Run 1, clock nets:
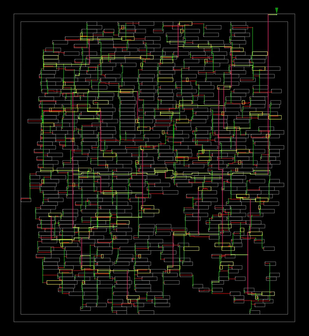
Run 1, selected gate families:
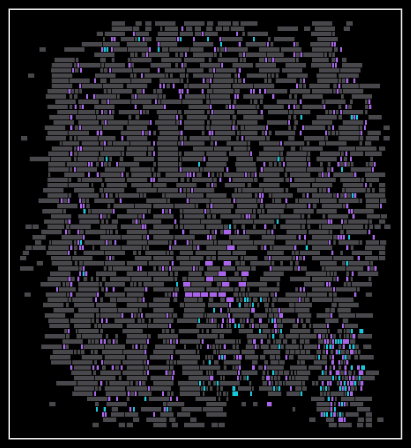
Run 1, zoomed window:
Scale bar: 5 um. Window x 92 to 112, y 146 to 166 um. Cells in gray, sequential cells in the stronger gray; small squares are vias.
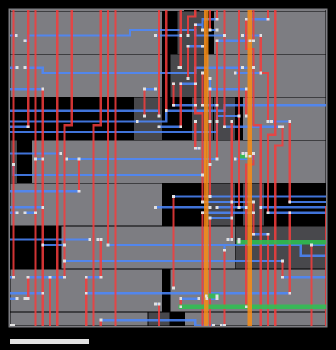
[src/rtl/vga_stream_sink.sv]
// Avalon-ST video sink: buffers {sop,eop,pixel} beats in a small FIFO and
// replays them against free-running VGA timing, re-locking on framing errors.
module vga_stream_sink #(
  parameter int DATA_W     = 30,
  parameter int H_ACTIVE   = 640,
  parameter int H_FP       = 16,
  parameter int H_SYNC     = 96,
  parameter int H_BP       = 48,
  parameter int V_ACTIVE   = 480,
  parameter int V_FP       = 10,
  parameter int V_SYNC     = 2,
  parameter int V_BP       = 33,
  parameter int FIFO_DEPTH = 16
) (
  input  logic              clk,
  input  logic              reset,
  input  logic [DATA_W-1:0] data,
  input  logic              startofpacket,
  input  logic              endofpacket,
  input  logic              valid,
  output logic              ready,
  output logic [DATA_W-1:0] vga_rgb,
  output logic              vga_hs,
  output logic              vga_vs,
  output logic              vga_blank_n,
  output logic              underflow,
  output logic              sync_err
);

  localparam int H_TOTAL = H_ACTIVE + H_FP + H_SYNC + H_BP;
  localparam int V_TOTAL = V_ACTIVE + V_FP + V_SYNC + V_BP;
  localparam int HW = $clog2(H_TOTAL + 1);
  localparam int VW = $clog2(V_TOTAL + 1);
  localparam int AW = $clog2(FIFO_DEPTH);
  localparam int PW = AW + 1;

  localparam logic [HW-1:0] H_LAST = HW'(H_TOTAL - 1);
  localparam logic [HW-1:0] H_ACT  = HW'(H_ACTIVE);
  localparam logic [HW-1:0] H_AL   = HW'(H_ACTIVE - 1);
  localparam logic [HW-1:0] H_SS   = HW'(H_ACTIVE + H_FP);
  localparam logic [HW-1:0] H_SE   = HW'(H_ACTIVE + H_FP + H_SYNC);
  localparam logic [VW-1:0] V_LAST = VW'(V_TOTAL - 1);
  localparam logic [VW-1:0] V_ACT  = VW'(V_ACTIVE);
  localparam logic [VW-1:0] V_AL   = VW'(V_ACTIVE - 1);
  localparam logic [VW-1:0] V_SS   = VW'(V_ACTIVE + V_FP);
  localparam logic [VW-1:0] V_SE   = VW'(V_ACTIVE + V_FP + V_SYNC);
  localparam logic [PW-1:0] FULL_CNT = PW'(FIFO_DEPTH);

  typedef enum logic [1:0] {SEEK_SOP, WAIT_VSTART, STREAM} state_e;

  typedef struct packed {
    logic              sop;
    logic              eop;
    logic [DATA_W-1:0] pix;
  } word_t;

  state_e            state_q, state_d;
  logic [HW-1:0]     hcnt_q, hcnt_d;
  logic [VW-1:0]     vcnt_q, vcnt_d;
  logic [PW-1:0]     wr_ptr_q, wr_ptr_d, rd_ptr_q, rd_ptr_d, count_d;
  logic              flush_q, flush_d;
  logic              ready_q, ready_d;
  logic [DATA_W-1:0] rgb_q, rgb_d;
  logic              hs_q, hs_d, vs_q, vs_d, blank_n_q, blank_n_d;
  logic              underflow_q, underflow_d, sync_err_q, sync_err_d;
  word_t             mem_q [FIFO_DEPTH];
  word_t             rd_word, wr_word;
  logic              push, pop, empty, active, at_origin, at_last, stream_px;

  assign empty     = (wr_ptr_q == rd_ptr_q);
  assign rd_word   = mem_q[rd_ptr_q[AW-1:0]];
  assign wr_word   = '{sop: startofpacket, eop: endofpacket, pix: data};
  assign active    = (hcnt_q < H_ACT) && (vcnt_q < V_ACT);
  assign at_origin = (hcnt_q == '0) && (vcnt_q == '0);
  assign at_last   = (hcnt_q == H_AL) && (vcnt_q == V_AL);
  // WAIT_VSTART behaves as STREAM on the (0,0) pixel so the sop word pops there.
  assign stream_px = active &&
                     ((state_q == STREAM) || ((state_q == WAIT_VSTART) && at_origin));

  always_comb begin
    hcnt_d = hcnt_q + 1'b1;
    vcnt_d = vcnt_q;
    if (hcnt_q == H_LAST) begin
      hcnt_d = '0;
      vcnt_d = (vcnt_q == V_LAST) ? '0 : vcnt_q + 1'b1;
    end
  end

  always_comb begin
    state_d     = state_q;
    push        = 1'b0;
    pop         = 1'b0;
    flush_d     = 1'b0;
    rgb_d       = '0;
    sync_err_d  = 1'b0;
    underflow_d = underflow_q;
    hs_d        = ~((hcnt_q >= H_SS) && (hcnt_q < H_SE));
    vs_d        = ~((vcnt_q >= V_SS) && (vcnt_q < V_SE));
    blank_n_d   = active;

    if (stream_px) begin
      if (empty) begin
        underflow_d = 1'b1;
        sync_err_d  = 1'b1;
        flush_d     = 1'b1;
        state_d     = SEEK_SOP;
      end else begin
        pop = 1'b1;
        if ((rd_word.sop != at_origin) || (rd_word.eop != at_last)) begin
          sync_err_d = 1'b1;
          flush_d    = 1'b1;
          state_d    = SEEK_SOP;
        end else begin
          rgb_d   = rd_word.pix;
          state_d = STREAM;
        end
      end
    end

    // Beats accepted while a flush is pending belong to the aborted frame.
    if (valid && ready_q && !flush_q) begin
      if (state_q == SEEK_SOP) begin
        if (startofpacket) begin
          push    = 1'b1;
          state_d = WAIT_VSTART;
        end
      end else begin
        push = 1'b1;
      end
    end

    wr_ptr_d = flush_q ? '0 : wr_ptr_q + PW'(push);
    rd_ptr_d = flush_q ? '0 : rd_ptr_q + PW'(pop);
    count_d  = wr_ptr_d - rd_ptr_d;
    // Registered from next-state so a pop never frees space in its own cycle.
    ready_d  = (state_d == SEEK_SOP) || (count_d != FULL_CNT);
  end

  always_ff @(posedge clk) begin
    if (reset) begin
      state_q     <= SEEK_SOP;
      hcnt_q      <= '0;
      vcnt_q      <= '0;
      wr_ptr_q    <= '0;
      rd_ptr_q    <= '0;
      flush_q     <= 1'b0;
      ready_q     <= 1'b0;
      rgb_q       <= '0;
      hs_q        <= 1'b1;
      vs_q        <= 1'b1;
      blank_n_q   <= 1'b0;
      underflow_q <= 1'b0;
      sync_err_q  <= 1'b0;
    end else begin
      state_q     <= state_d;
      hcnt_q      <= hcnt_d;
      vcnt_q      <= vcnt_d;
      wr_ptr_q    <= wr_ptr_d;
      rd_ptr_q    <= rd_ptr_d;
      flush_q     <= flush_d;
      ready_q     <= ready_d;
      rgb_q       <= rgb_d;
      hs_q        <= hs_d;
      vs_q        <= vs_d;
      blank_n_q   <= blank_n_d;
      underflow_q <= underflow_d;
      sync_err_q  <= sync_err_d;
    end
  end

  always_ff @(posedge clk) begin
    if (push) mem_q[wr_ptr_q[AW-1:0]] <= wr_word;
  end

  assign ready       = ready_q;
  assign vga_rgb     = rgb_q;
  assign vga_hs      = hs_q;
  assign vga_vs      = vs_q;
  assign vga_blank_n = blank_n_q;
  assign underflow   = underflow_q;
  assign sync_err    = sync_err_q;

endmodule

[config.mk]
export PLATFORM = sky130hd
export DESIGN_NAME = vga_stream_sink
export DESIGN_NICKNAME = d
export VERILOG_FILES = /design/src/rtl/vga_stream_sink.sv
export SDC_FILE = /design/constraint.sdc
export NUM_CORES = 1
export LEC_CHECK = 0
export ABC_AREA = 1
export CAP_MARGIN = 10
export CORE_ASPECT_RATIO = 1.1
export CORE_MARGIN = 5
export CORE_UTILIZATION = 55
export DETAILED_ROUTE_END_ITERATION = 8
export GPL_TIMING_DRIVEN = 1
export HOLD_SLACK_MARGIN = 0.1
export PLACE_DENSITY = 0.73
export SLEW_MARGIN = 25
export SYNTH_ARGS = -nofsm -noshare
export SYNTH_HDL_FRONTEND = slang
export SYNTH_SLANG_ARGS = --single-unit
[constraint.sdc]
create_clock -name clk -period 3.25 [get_ports clk]
set_clock_uncertainty 0.1 [all_clocks]
set_input_delay 0.8125 -clock clk [delete_from_list [all_inputs] [get_ports clk]]
set_output_delay 0.8125 -clock clk [all_outputs]
set_load 0.02 [all_outputs]
==> qor.csv, run 1 <==
metric;value;unit
outcome;finished clean;
synth.cells.most_frequent;edfxtp_1, nor2_1, o21ai_0;
wire_per_inst;21.13;um
netlist_top_cells_area;edfxtp_1, nor2_1, dfxtp_1;
critPathBufInv;3;
fin_total_pwr;14.91;mW
detailroute.via_count;15140;
placement.io_buffers;70;
initial_core_util;0.5535;
report.final.hold_viol_count;0;
area_delta_synth_final;16.78;%
ys_seq_frac;0.7360;
synth-area-yosys;22740;um^2
synth.cellmix.compoundShare;0.1159;
clockNetworkAreaShare;0.06888;
yosysUniqueCellTypes;33;
warning_count;30;
postSynthNetCount;1908;
syn_area;22740;um^2
internal_power;12.01;mW
switching_share;0.1941;
floorplan.die_area;45520;um^2
total_switching_power;2.894;mW
drc;0;
timing.critical_path.max_delay_family;simple AND/OR/NAND/NOR gates;
routed.top_layer;met5;
detailroute.wirelength.met3;3785;um
worst_ep_arrival_time;3.47;ns
post-synth-top-area-cell;edfxtp_1;
tritoncts;done;
critPathCapture;ready;
setup_ws;0.1583;ns
buffer_area_frac;0.05927;
synth_logic_family;AND-OR/OR-AND gates;
worstReg2RegStart;vcnt_q[0];
dpl_cell_area;24580;um^2
worst_path_most_repeated_cell;nand2_1;
detailedRoute.firstIterationViolations;1557;
yosys.cell_count.top_type;edfxtp_1;
pre_cts_slack;-0.3593;ns
dp_cells;2448;
syn_avg_cell_area;12.22;um^2
post-synth-top-area-fraction;0.6761;
grt_first_pass_wirelength;83430;um
path_cells;inv_4, ha_4, inv_2, nor3_2, nand3b_1, nor2_2, nand2_1, a21oi_2, and2_4, ha_4, ha_4, a21oi_1, o21ai_1, ha_1, a21oi_2, inv_1, nand2_1, nand2_1, nand2_1, nand4_1, a21oi_2, a21oi_1;
finalNetCount;2000;
placement_rows;78;
finalSetupViolCount;0;
-- 'clock nets' (at the start) --
final-layout clock buffer total: 66
sequential cells: 580
TritonCTS Buffers: 55

-- 'selected gate families' (at the start) --
legend:
  purple:
    family: NOR gates
    cells: 448
    most_used: nor2_1
    where: all over the die
  cyan:
    family: inverters
    cells: 89
    most_used: inv_1
Finished Layout Cells: 2558
most common cell after layout, fill and taps aside: edfxtp_1

-- 'zoomed window' (at the start) --
legend:
  green:
    layer: met3
  red:
    layer: met2
  blue:
    layer: met1
  orange:
    layer: met4
netlist names of flops here include: mem_q (10)
most frequent: edfxtp_1 (10), nor2_1 (3), o21ai_0 (3)
cells with their middle in the window: 18
sequential cells in the window: 10

==> run 1 -> run 2 <==
- CAP_MARGIN: 10 -> 0
- TNS_END_PERCENT: default -> 50
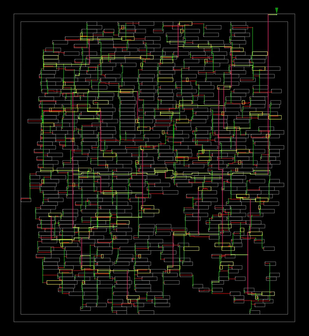
Run 2: clock nets
TritonCTS sink count: 580
power in the clock group: 6.47 mW
Skew-Pair Late Insertion Delay: 0.61 ns

==> run 2 against run 1 <==
  * Core utilization unchanged
  * Sequential power about the same
  * Via count unchanged
  * Final cell count unchanged
  * Power unchanged
  * Non-clock buffer count unchanged
  * Worst hold slack unchanged
  * Sequential cell count unchanged
  * Cell area unchanged
  * Register-to-register slack about the same
  * Maximum frequency unchanged
  * Critical endpoint unchanged
==> qor.csv, run 2 <==
metric;value;unit;change
syn_avg_cell_area;12.22;um^2;unchanged
syn_area;22740;um^2;unchanged
outcome;finished clean;;
warning_count;30;;unchanged
clockBufferCount;66;;unchanged
worstReg2RegStart;vcnt_q[0];;
tritoncts;done;;
placement.io_buffers;70;;unchanged
synth.cellmix.compoundShare;0.1159;;unchanged
detailroute.wirelength.met3;3785;um;unchanged
yosys.cell_count.top_type;edfxtp_1;;
path_cells;inv_4, ha_4, inv_2, nor3_2, nand3b_1, nor2_2, nand2_1, a21oi_2, and2_4, ha_4, ha_4, a21oi_1, o21ai_1, ha_1, a21oi_2, inv_1, nand2_1, nand2_1, nand2_1, nand4_1, a21oi_2, a21oi_1;;
yosysUniqueCellTypes;33;;unchanged
buffer_area_frac;0.05927;;unchanged
finalNetCount;2000;;unchanged
wire_per_inst;21.13;um;unchanged
cts_inserted_buffers;55;;unchanged
postSynthNetCount;1908;;unchanged
synth.cells.most_frequent;edfxtp_1, nor2_1, o21ai_0;;
nFlopsAndLatches;580;;unchanged
Power and IR drop assume default switching activity.
